==> src/rtl/seq_mul_pkg.sv <==
// Shared definitions for the sequential shift-add multiplier.
package seq_mul_pkg;

  localparam int unsigned DEFAULT_W = 6;

  typedef enum logic [2:0] {
    IDLE,
    ABS,
    ITER,
    FIX,
    DONE
  } state_t;

  // Width of the iteration counter: must hold values 0..w.
  function automatic int unsigned cnt_width(input int unsigned w);
    return $clog2(w + 1);
  endfunction

endpackage

==> src/rtl/seq_mul_ctrl.sv <==
// Sequencer for seq_multiplier: state machine plus iteration counter.
// Emits one-cycle datapath strobes. ABS/FIX are only reachable when
// SEQ_MUL_SIGNED_EN is defined.
module seq_mul_ctrl
  import seq_mul_pkg::*;
#(
  parameter int unsigned W = DEFAULT_W
) (
  input  logic clk,
  input  logic rst,
  input  logic start,
  output logic load,
  output logic abs_en,
  output logic add_en,
  output logic shift,
  output logic fix_en,
  output logic capture,
  output logic done,
  output logic busy
);

  localparam int unsigned CW = cnt_width(W);
  localparam logic [CW-1:0] LAST = CW'(W - 1);

  state_t state, state_next;
  logic [CW-1:0] count;

  // State register and iteration counter.
  always_ff @(posedge clk or posedge rst) begin
    if (rst) begin
      state <= IDLE;
      count <= '0;
    end else begin
      state <= state_next;
      if (load)
        count <= '0;
      else if (shift)
        count <= count + CW'(1);
    end
  end

  // Next-state decode and strobe generation.
  always_comb begin
    state_next = state;
    load       = 1'b0;
    abs_en     = 1'b0;
    add_en     = 1'b0;
    shift      = 1'b0;
    fix_en     = 1'b0;
    capture    = 1'b0;
    done       = 1'b0;
    unique case (state)
      IDLE: begin
        if (start) begin
          load = 1'b1;
`ifdef SEQ_MUL_SIGNED_EN
          state_next = ABS;
`else
          state_next = ITER;
`endif
        end
      end
      ABS: begin
        abs_en     = 1'b1;
        state_next = ITER;
      end
      ITER: begin
        add_en = 1'b1;
        shift  = 1'b1;
        if (count == LAST) begin
`ifdef SEQ_MUL_SIGNED_EN
          state_next = FIX;
`else
          // Product is captured from the final shift so it is valid in DONE.
          capture    = 1'b1;
          state_next = DONE;
`endif
        end
      end
      FIX: begin
        fix_en     = 1'b1;
        capture    = 1'b1;
        state_next = DONE;
      end
      DONE: begin
        done       = 1'b1;
        state_next = IDLE;
      end
      default: state_next = IDLE;
    endcase
  end

  // Busy in every state except IDLE.
  always_comb busy = (state != IDLE);

endmodule

==> src/rtl/seq_multiplier.sv <==
// Sequential shift-add multiplier, one multiplier bit per clock.
// Define SEQ_MUL_SIGNED_EN for two's-complement operands and product.
module seq_multiplier
  import seq_mul_pkg::*;
#(
  parameter int unsigned W = DEFAULT_W
) (
  input  logic           clk,
  input  logic           rst,
  input  logic           start,
  input  logic [W-1:0]   a_in,
  input  logic [W-1:0]   b_in,
  output logic [2*W-1:0] product,
  output logic           busy,
  output logic           done,
  output logic           ovf
);

  logic load, abs_en, add_en, shift, fix_en, capture;

  logic [W-1:0]   m_reg, q_reg;
  logic [W:0]     a_reg, sum;
  logic           sign;
  logic [2*W-1:0] mag, res_next;
  logic           ovf_next;

  seq_mul_ctrl #(.W(W)) u_ctrl (
    .clk     (clk),
    .rst     (rst),
    .start   (start),
    .load    (load),
    .abs_en  (abs_en),
    .add_en  (add_en),
    .shift   (shift),
    .fix_en  (fix_en),
    .capture (capture),
    .done    (done),
    .busy    (busy)
  );

  // Adder, final-result selection and overflow detection.
  always_comb begin
    sum = a_reg + ((add_en && q_reg[0]) ? {1'b0, m_reg} : '0);
    mag = {a_reg[W-1:0], q_reg};
    // Without FIX the last iteration's shifted {A,Q} is the product.
    res_next = fix_en ? (sign ? -mag : mag) : {sum, q_reg[W-1:1]};
`ifdef SEQ_MUL_SIGNED_EN
    ovf_next = ~((&res_next[2*W-1:W-1]) | ~(|res_next[2*W-1:W-1]));
`else
    ovf_next = |res_next[2*W-1:W];
`endif
  end

  // Datapath registers: operand load, magnitude, shift-add, result capture.
  always_ff @(posedge clk or posedge rst) begin
    if (rst) begin
      m_reg   <= '0;
      q_reg   <= '0;
      a_reg   <= '0;
      sign    <= 1'b0;
      product <= '0;
      ovf     <= 1'b0;
    end else begin
      if (load) begin
        m_reg <= a_in;
        q_reg <= b_in;
        a_reg <= '0;
        sign  <= 1'b0;
      end else if (abs_en) begin
        m_reg <= m_reg[W-1] ? -m_reg : m_reg;
        q_reg <= q_reg[W-1] ? -q_reg : q_reg;
        sign  <= m_reg[W-1] ^ q_reg[W-1];
      end else if (shift) begin
        a_reg <= {1'b0, sum[W:1]};
        q_reg <= {sum[0], q_reg[W-1:1]};
      end
      if (capture) begin
        product <= res_next;
        ovf     <= ovf_next;
      end
    end
  end

endmodule

==> config.mk <==
export PLATFORM = sky130hd
export DESIGN_NAME = seq_multiplier
export DESIGN_NICKNAME = d
export VERILOG_FILES = /design/src/rtl/seq_mul_pkg.sv /design/src/rtl/seq_mul_ctrl.sv /design/src/rtl/seq_multiplier.sv
export SDC_FILE = /design/constraint.sdc
export NUM_CORES = 1
export LEC_CHECK = 0
export CAP_MARGIN = 10
export CORE_ASPECT_RATIO = 0.75
export CORE_MARGIN = 8
export CORE_UTILIZATION = 52
export DETAILED_ROUTE_END_ITERATION = 8
export GPL_ROUTABILITY_DRIVEN = 0
export PLACE_DENSITY = 0.83
export SLEW_MARGIN = 30
export SYNTH_ARGS = -nofsm -noshare
export SYNTH_HDL_FRONTEND = slang
export SYNTH_SLANG_ARGS = --single-unit
==> constraint.sdc <==
create_clock -name clk -period 3.1 [get_ports clk]
set_input_delay 0.31 -clock clk [delete_from_list [all_inputs] [get_ports clk]]
set_output_delay 0.31 -clock clk [all_outputs]
set_load 0.005 [all_outputs]
==> flow_summary.toml <==
# physical design summary
[status]
outcome = "complete, no violations"

[timing]
max_slew_margin = 0.626
tightest_slew_ns = 0.560
hold_slack_ns = 0.413
rsz0062_at_grt = "no"
setup-violations-final = 0

[synthesis]
ys_sh_adder = 0.0706
top_area_frac = 0.529
post_synth.cell_area_avg_sq_um = 10.8
yosys.area_share.aoi = 0.126
ys_sh_simple = 0.150
top_cell = "dfrtp_1"
synth.distinct_cells = 31
topCombFamilyByArea = "simple AND/OR/NAND/NOR gates"
ys_async_sr_fraction = 1.00

[global_route]
use_met1 = 0.189
top_usage_layer = "met2"
grt_max_degree = 37
grt_overflow_total = 0

[clock_tree]
cts_sinks = 36
cts.htree.levels = 2
postCtsHoldBufs = 0

[worst_setup_path]
cpMaxStageDelayCell = "fa_1"
crit_chain = "nor2b_4, and3_1, ha_1, inv_1, fa_1, nor2b_4, o21ai_0, a21o_1, and3_1, a31oi_1"
cp-startpoint = "u_ctrl.state[1]"
worstReg2RegStart = "u_ctrl.state[1]"

[power]
power.leakage_nw = 0.990
p_comb_frac = 0.426
switchingPower_w = 0.000740
power.internal_w = 0.00128
total_power_w = 0.00202

[drt]
drc = 0
met3_length_um = 340
drtIter0Drc = 95
dr_wl_met2_um = 1530
wirelength_met1_um = 1610

[final_layout]
layout.cells.non_filler = 231
lay_top_cells = "36 x dfrtp_1, 30 x nand2_1, 29 x clkdlybuf4s50_1"
seq_area_sq_um = 901
regMostFlops = "product"
clk_share = 0.0438
area_growth_pct = 24.2
largest_reg_flops = 12
final-nonclk-buf-share = 0.141

[placement]
dp.cells = 223
dp_hpwl_um = 2590
place_area_sq_um = 2020

[min_path]
hp-class = "input port to async pin"

[flow_run]
tool_warnings = 27

[floorplan]
dieArea_sq_um = 5380
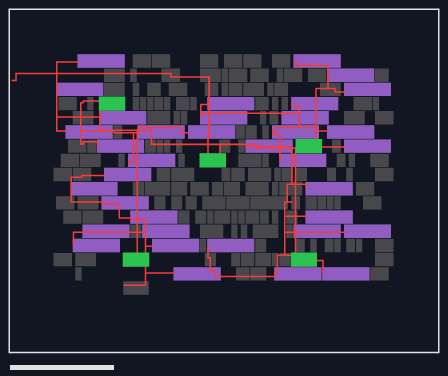
*Clock network drawn from the DEF*
The bar under the picture is 20 um long.
Key: purple = flip-flops [count 36]; green = clock-net drivers [count 5]; red = clock wires [length 470 um]
There are 6 routed clock nets.
Clk power: 0.000346 W
Worst-Skew Late Latency: 0.29 ns
clock skew: 0.00594 ns

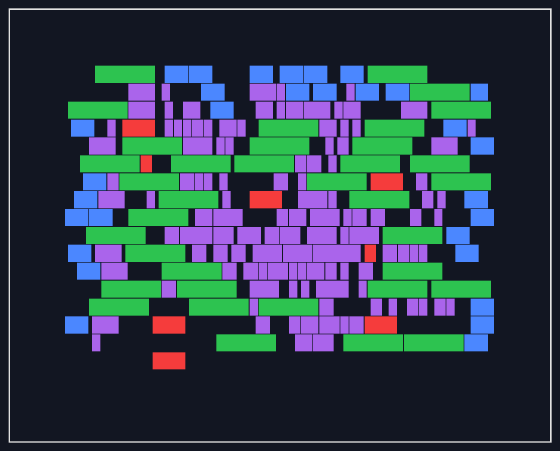
*Placement by cell class*
Key: green = registers [cells 36]; purple = remaining logic cells [cells 117]; blue = remaining buffers and delay cells [cells 30]; red = clock drivers and dummy loads [cells 8]
post-layout util: 0.661
Seq area share: 0.426

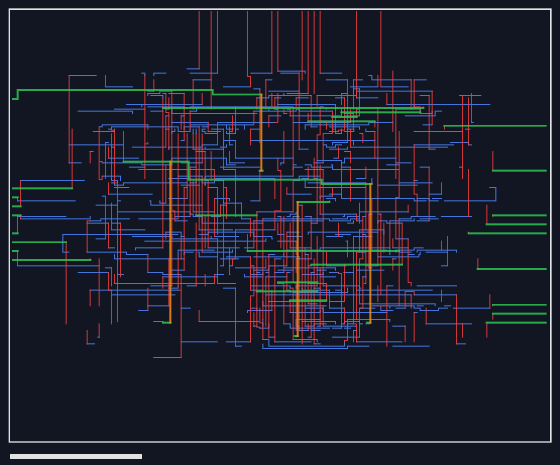
*Metal layers overlaid*
The bar under the picture is 20 um long.
Key: orange = M4 [wire length 77.5 um]; red = M2 [wire length 1,530 um]; green = M3 [wire length 340 um]; blue = M1 [wire length 1,610 um]
GRT Util Overall: 0.142
Routed wire per std cell: 15.4 um
Post-Route WL: 3560 um
via count: 1,247

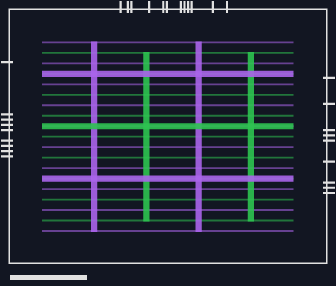
*Supply network*
The bar under the picture is 20 um long. Pins as bars on the die edge.
Key: purple = VSS; green = VDD
19 met1 rails follow the rows. 3 straps on met5. 4 straps on met4. 30 signal pins sit on the boundary. The core has 18 rows.
core area: 3200 sq um
Max IR drop VDD: 549 uV
Die Ht: 65.5 um
Die X: 82.1 um

Power is estimated from default activity; no workload was simulated.
